==> config.mk <==
export PLATFORM = sky130hd
export DESIGN_NAME = axi4_lite_regfile_slave
export DESIGN_NICKNAME = d
export VERILOG_FILES = /design/src/rtl/axi4_lite_addr_map_package.sv /design/src/rtl/axi4_lite_strb_merge.sv /design/src/rtl/axi4_lite_regfile_slave.sv
export SDC_FILE = /design/constraint.sdc
export NUM_CORES = 1
export LEC_CHECK = 0
export ABC_AREA = 1
export CORE_UTILIZATION = 51
export DETAILED_ROUTE_END_ITERATION = 6
export HOLD_SLACK_MARGIN = 0.02
export PLACE_DENSITY_LB_ADDON = 0.08
export SETUP_SLACK_MARGIN = 0.4
export SLEW_MARGIN = 0
export SYNTH_ARGS = -nofsm -noshare
export SYNTH_HDL_FRONTEND = slang
export SYNTH_SLANG_ARGS = --single-unit
==> constraint.sdc <==
create_clock -name clk -period 7.06 [get_ports clk]
set_input_delay 1.412 -clock clk [delete_from_list [all_inputs] [get_ports clk]]
set_output_delay 1.412 -clock clk [all_outputs]
set_load 0.02 [all_outputs]
==> src/rtl/axi4_lite_addr_map_package.sv <==
`default_nettype none
//==============================================================================
// Module   : axi4_lite_addr_map_package
// Brief    : Response codes, word-index decode bounds and FSM state encodings
//            shared by the AXI4-Lite register file.
// Revision : 1.0
//==============================================================================
package axi4_lite_addr_map_package;

    localparam logic [1:0] RESP_OKAY   = 2'b00;
    localparam logic [1:0] RESP_SLVERR = 2'b10;

    localparam int c_IDX_LSB   = 2;
    localparam int c_IDX_MSB   = 11;
    localparam int c_IDX_WIDTH = c_IDX_MSB - c_IDX_LSB + 1;

    typedef enum logic [1:0] {
        W_IDLE      = 2'd0,
        W_HAVE_ADDR = 2'd1,
        W_HAVE_DATA = 2'd2,
        W_RESP      = 2'd3
    } w_state_t;

    typedef enum logic [0:0] {
        R_IDLE = 1'b0,
        R_RESP = 1'b1
    } r_state_t;

endpackage
`default_nettype wire

==> src/rtl/axi4_lite_strb_merge.sv <==
`default_nettype none
//==============================================================================
// Module   : axi4_lite_strb_merge
// Brief    : Byte-lane merge of a new word into an old word under a write strobe.
// Revision : 1.0
//==============================================================================
module axi4_lite_strb_merge #(
    parameter int DATA_WIDTH = 32
) (
    input  logic [DATA_WIDTH-1:0]   i_old_word,
    input  logic [DATA_WIDTH-1:0]   i_new_word,
    input  logic [DATA_WIDTH/8-1:0] i_strb,
    output logic [DATA_WIDTH-1:0]   o_merged
);

    for (genvar k = 0; k < DATA_WIDTH / 8; k++) begin : g_lane
        assign o_merged[8*k +: 8] = i_strb[k] ? i_new_word[8*k +: 8] : i_old_word[8*k +: 8];
    end

endmodule
`default_nettype wire

==> src/rtl/axi4_lite_regfile_slave.sv <==
`default_nettype none
//==============================================================================
// Module   : axi4_lite_regfile_slave
// Brief    : AXI4-Lite slave exposing NUM_REGS 32-bit registers with independent
//            write/read FSMs and SLVERR on unmapped word indices.
// Revision : 1.0
//==============================================================================
module axi4_lite_regfile_slave
    import axi4_lite_addr_map_package::*;
#(
    parameter int ADDR_WIDTH = 32,
    parameter int DATA_WIDTH = 32,
    parameter int NUM_REGS   = 8
) (
    input  logic                           clk,
    input  logic                           rst,
    input  logic [ADDR_WIDTH-1:0]          s_awaddr,
    input  logic                           s_awvalid,
    output logic                           s_awready,
    input  logic [DATA_WIDTH-1:0]          s_wdata,
    input  logic [DATA_WIDTH/8-1:0]        s_wstrb,
    input  logic                           s_wvalid,
    output logic                           s_wready,
    output logic [1:0]                     s_bresp,
    output logic                           s_bvalid,
    input  logic                           s_bready,
    input  logic [ADDR_WIDTH-1:0]          s_araddr,
    input  logic                           s_arvalid,
    output logic                           s_arready,
    output logic [DATA_WIDTH-1:0]          s_rdata,
    output logic [1:0]                     s_rresp,
    output logic                           s_rvalid,
    input  logic                           s_rready,
    output logic [NUM_REGS*DATA_WIDTH-1:0] reg_q
);

    localparam int                 c_CNT_W    = c_IDX_WIDTH + 1;
    localparam logic [c_CNT_W-1:0] c_NUM_REGS = c_CNT_W'(NUM_REGS);

    function automatic logic is_mapped(input logic [c_IDX_WIDTH-1:0] idx);
        return {1'b0, idx} < c_NUM_REGS;
    endfunction

    logic [DATA_WIDTH-1:0]   r_regs [NUM_REGS];

    w_state_t                r_wstate;
    logic [c_IDX_WIDTH-1:0]  r_widx;
    logic [DATA_WIDTH-1:0]   r_wdata;
    logic [DATA_WIDTH/8-1:0] r_wstrb;
    logic                    r_bvalid;
    logic [1:0]              r_bresp;

    r_state_t                r_rstate;
    logic                    r_rvalid;
    logic [DATA_WIDTH-1:0]   r_rdata;
    logic [1:0]              r_rresp;

    logic                    w_aw_hs;
    logic                    w_w_hs;
    logic                    w_ar_hs;
    logic [c_IDX_WIDTH-1:0]  w_aw_idx;
    logic [c_IDX_WIDTH-1:0]  w_ar_idx;
    logic                    w_commit;
    logic [c_IDX_WIDTH-1:0]  w_cidx;
    logic [DATA_WIDTH-1:0]   w_cdata;
    logic [DATA_WIDTH/8-1:0] w_cstrb;
    logic [DATA_WIDTH-1:0]   w_old_word;
    logic [DATA_WIDTH-1:0]   w_merged;
    logic [DATA_WIDTH-1:0]   w_rd_word;
    logic                    w_unused_addr;

    // Readies depend only on state and rst, never on any VALID input.
    assign s_awready = !rst && (r_wstate == W_IDLE || r_wstate == W_HAVE_DATA);
    assign s_wready  = !rst && (r_wstate == W_IDLE || r_wstate == W_HAVE_ADDR);
    assign s_arready = !rst && (r_rstate == R_IDLE);

    assign s_bvalid = r_bvalid;
    assign s_bresp  = r_bresp;
    assign s_rvalid = r_rvalid;
    assign s_rdata  = r_rdata;
    assign s_rresp  = r_rresp;

    assign w_aw_hs  = s_awvalid && s_awready;
    assign w_w_hs   = s_wvalid && s_wready;
    assign w_ar_hs  = s_arvalid && s_arready;
    assign w_aw_idx = s_awaddr[c_IDX_MSB:c_IDX_LSB];
    assign w_ar_idx = s_araddr[c_IDX_MSB:c_IDX_LSB];

    assign w_unused_addr = ^{s_awaddr, s_araddr};

    // The write commits on the cycle whichever half arrives last is handshaken.
    always_comb begin
        w_commit = 1'b0;
        w_cidx   = r_widx;
        w_cdata  = r_wdata;
        w_cstrb  = r_wstrb;
        case (r_wstate)
            W_IDLE: begin
                if (w_aw_hs && w_w_hs) begin
                    w_commit = 1'b1;
                    w_cidx   = w_aw_idx;
                    w_cdata  = s_wdata;
                    w_cstrb  = s_wstrb;
                end
            end
            W_HAVE_ADDR: begin
                if (w_w_hs) begin
                    w_commit = 1'b1;
                    w_cdata  = s_wdata;
                    w_cstrb  = s_wstrb;
                end
            end
            W_HAVE_DATA: begin
                if (w_aw_hs) begin
                    w_commit = 1'b1;
                    w_cidx   = w_aw_idx;
                end
            end
            default: ;
        endcase
    end

    always_comb begin
        w_old_word = '0;
        w_rd_word  = '0;
        for (int i = 0; i < NUM_REGS; i++) begin
            if (w_cidx == c_IDX_WIDTH'(i)) w_old_word = r_regs[i];
            if (w_ar_idx == c_IDX_WIDTH'(i)) w_rd_word = r_regs[i];
        end
    end

    axi4_lite_strb_merge #(
        .DATA_WIDTH (DATA_WIDTH)
    ) u_strb_merge (
        .i_old_word (w_old_word),
        .i_new_word (w_cdata),
        .i_strb     (w_cstrb),
        .o_merged   (w_merged)
    );

    always_ff @(posedge clk) begin
        if (rst) begin
            r_wstate <= W_IDLE;
            r_widx   <= '0;
            r_wdata  <= '0;
            r_wstrb  <= '0;
            r_bvalid <= 1'b0;
            r_bresp  <= RESP_OKAY;
        end else begin
            case (r_wstate)
                W_IDLE: begin
                    if (w_aw_hs && !w_w_hs) begin
                        r_widx   <= w_aw_idx;
                        r_wstate <= W_HAVE_ADDR;
                    end else if (w_w_hs && !w_aw_hs) begin
                        r_wdata  <= s_wdata;
                        r_wstrb  <= s_wstrb;
                        r_wstate <= W_HAVE_DATA;
                    end
                end
                W_RESP: begin
                    if (s_bready) begin
                        r_bvalid <= 1'b0;
                        r_wstate <= W_IDLE;
                    end
                end
                default: ;
            endcase
            if (w_commit) begin
                r_wstate <= W_RESP;
                r_bvalid <= 1'b1;
                r_bresp  <= is_mapped(w_cidx) ? RESP_OKAY : RESP_SLVERR;
            end
        end
    end

    // Unmapped indices never match a register, so those writes are dropped.
    always_ff @(posedge clk) begin
        if (rst) begin
            for (int i = 0; i < NUM_REGS; i++) r_regs[i] <= '0;
        end else if (w_commit) begin
            for (int i = 0; i < NUM_REGS; i++) begin
                if (w_cidx == c_IDX_WIDTH'(i)) r_regs[i] <= w_merged;
            end
        end
    end

    always_ff @(posedge clk) begin
        if (rst) begin
            r_rstate <= R_IDLE;
            r_rvalid <= 1'b0;
            r_rdata  <= '0;
            r_rresp  <= RESP_OKAY;
        end else begin
            case (r_rstate)
                R_IDLE: begin
                    if (w_ar_hs) begin
                        r_rstate <= R_RESP;
                        r_rvalid <= 1'b1;
                        r_rdata  <= is_mapped(w_ar_idx) ? w_rd_word : '0;
                        r_rresp  <= is_mapped(w_ar_idx) ? RESP_OKAY : RESP_SLVERR;
                    end
                end
                R_RESP: begin
                    if (s_rready) begin
                        r_rvalid <= 1'b0;
                        r_rstate <= R_IDLE;
                    end
                end
                default: r_rstate <= R_IDLE;
            endcase
        end
    end

    for (genvar i = 0; i < NUM_REGS; i++) begin : g_reg_q
        assign reg_q[DATA_WIDTH*i +: DATA_WIDTH] = r_regs[i];
    end

endmodule
`default_nettype wire

==> images/cell_classes.png <==
Scale: 2 px per µm. Fill, decap, tap and diode cells in gray.
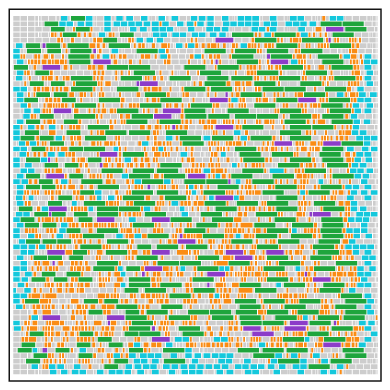
[orange] all other logic | cells: 1553 | share of their area: 34%
[green] flip-flops | cells: 341 | share of their area: 43%
[purple] clock drivers and dummy loads | cells: 62 | share of their area: 5.0%
[cyan] other buffers and delay cells | cells: 389 | share of their area: 18%

==> images/final_clocks.png <==
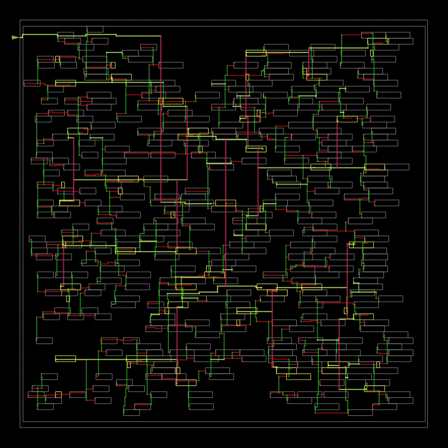
clk sinks: 341
count of sequential standard cells: 341

==> out/README.md <==
| Metric | Value | Unit |
|:---|:---|:---|
| Largest net degree at the start of global routing | 65 | - |
| Post-route ant nets | 0 | - |
| Vias in the first global route | 14800 | - |
| Period Utilization, post-route | 76.0 | % |
| Leak Pwr | 0.00846 | µW |
| Share of power burned in registers | 43.2 | % |
| Total cells reported by yosys after synthesis | 1997 | - |
| Most repeated library cell on the critical path | nand2_1 | - |
| Worst ir drop on vdd | 0.163 | mV |
| Proportion of netlist area held by the largest area contributor | 45.0 | % |
| Required time of the critical path | 7.31 | ns |
| Amount of wire on met3 after detailed routing | 10300 | µm |
| Critical path capture point type | register | - |
| Top Layer Used | met4 | - |
| Category of cells accounting for the largest share of critical-path delay | simple AND/OR/NAND/NOR gates | - |
| Setup-violating endpoint count in the final report | 0 | - |
| Total internal power | 3770 | µW |
| Highest clock rate | 186 | MHz |
| Start of the worst register-to-register path | r_wstate[1] | - |
| Cells along the critical path | clkdlybuf4s50_1 > nand2_2 > inv_1 > ha_1 > nand2_4 > nand2_4 > nand2_1 > nand2_1 > inv_1 > nand2_2 > nor2_8 > nand2_2 > inv_2 > nand2_1 > nand3_1 > o21ai_0 > nand3_1 > nand2_1 > nand2_1 > nand2_1 > nor2_1 | - |
| Count of warning messages emitted by the tools | 72 | - |
| Final-report hold violation count | 0 | - |
| Master cell of the clock root buffer | clkbuf_16 | - |
| Cell total after placement | 2725 | - |
| NumNets Final | 2431 | - |
| Sum of buffers and inverters on the critical path | 4 | - |
| Most instantiated logic cells after routing | nand2_1 (427), clkdlybuf4s50_1 (356), nor2_1 (307) | - |
| Crit path launch type | primary input | - |
| Category of the most critical setup path | in2reg | - |
| Filler Cell Count | 2722 | - |
| Port-buffer cells | 357 | - |
| Dominant logic cell type in the layout | nand2_1 | - |
| Run status | completed | - |
| Number of placement rows | 66 | - |
| Routability congestion estimate from global placement | 0.977 | - |
| Capturing instance or port of the critical path | r_regs[0][4] | - |
| Post-cts resize count | 0 | - |
| Total number of vias | 16700 | - |
| Detailed-route DRC error count | 0 | - |
| Transition at the pin with the smallest max-transition slack | 1.27 | ns |
| Slew Limit Fails | 0 | - |
| Number of antenna violations at the first check in global routing | 0 | - |
| Number of detailed-route iterations in the first pass | 5 | - |
| Tally of max-capacitance violations | 0 | - |
| Fin worst setup slack | 1.69 | ns |
| Cell Count, Final, Fillers Out | 2787 | - |
| Synthesized flop and latch total | 341 | - |
==> images/density.png <==
Scale: 1.5 px per µm. 19 x 19 tiles, from black (low) to pale yellow (high), 0 to 100% covered.
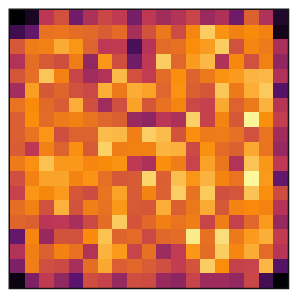
nearly empty tiles: 0.60%
tiles over 75% full: 25%
mean over tiles: 63%
fullest tile: 98%

flip-flops by register name, indices dropped and copies added, names as in the netlist, 2 cells and up:
register	flops
r_wdata	32
r_wstate	2
r_widx	10
r_wstrb	4
s_rdata	32
r_regs	256
layout make-up:
cell class,count,area (µm²),area share [%]
Sequential cell,341,9390,42.4
Multi-Input combinational cell,1342,6500,29.3
Timing Repair Buffer,389,3820,17.3
Clock buffer,43,948,4.28
Inverter,211,793,3.58
Tap cell,442,553,2.50
Clock inverter,19,141,0.639
synth_stat cells (all sizes together):
cell     instances
nor3             9
nand2          470
o221ai          11
nand3b           3
a221oi           6
nand3           66
inv            205
a31o            18
clkinv           6
a211oi           1
dfxtp           85
clkbuf          67
ha               3
edfxtp         256
a31oi            2
a21oi          151
conb             1
nor2           316
buf             37
mux2i            8
nor4             1
o211ai          67
o22ai            3
o2111ai          7
o21ai          137
or2             16
nand4           44
a32oi            1
worst min-delay path, delay by kind of cell (launching register included):
family           cells  cell delay (ns)
flip-flops           1             0.31
AND/OR/NAND/NOR      2             0.11
per-layer routing:
| layer | vias up | global-route usage (%) |
|---|---|---|
| met5 | - | 0 |
| met4 | 0 | 8.83 |
| met3 | 112 | 10.9 |
| met2 | 1391 | 54.9 |
| met1 | 7857 | 55.7 |
| li1 | 7374 | - |
power groups by stage:
stage	clock network, µW	logic [µW]	registers, µW
2_1_floorplan	0	645	2570
3_3_place_gp	0	1320	2480
3_5_place_dp	0	1350	2490
4_1_cts	1820	1350	2450
5_1_grt	1900	1480	2460
6_report	1830	1400	2450
through the flow:
stage	power [µW]	instance area, µm²	util (%)
2_1_floorplan	3220	17100	-
3_3_place_gp	3810	21100	64.2
3_5_place_dp	3830	21100	64.2
4_1_cts	5620	22100	67.5
5_1_grt	5840	22100	67.5
6_report	5680	22100	67.5
how the worst min path moves through the flow:
stage | from | endpoint | slack (ns)
global placement | s_rdata[1] | s_rdata[1] | 0.45
detailed placement | s_rvalid | s_rvalid | 0.46
global route | s_rdata[21] | s_rdata[21] | 0.49
finish | s_rvalid | s_rvalid | 0.46
floorplan | r_widx[0] | r_widx[0] | 0.44
CTS | s_rdata[19] | s_rdata[19] | 0.47
cell families after synthesis:
logic type	synth area share, %
simple gates	23.2
compound gates	13.8
flops	54.9
buf+inv	7.36
mux	0.468
fa+ha+maj	0.220
other cells	0.0219
Power figures rest on the tool's default switching activity, not on a simulated workload.
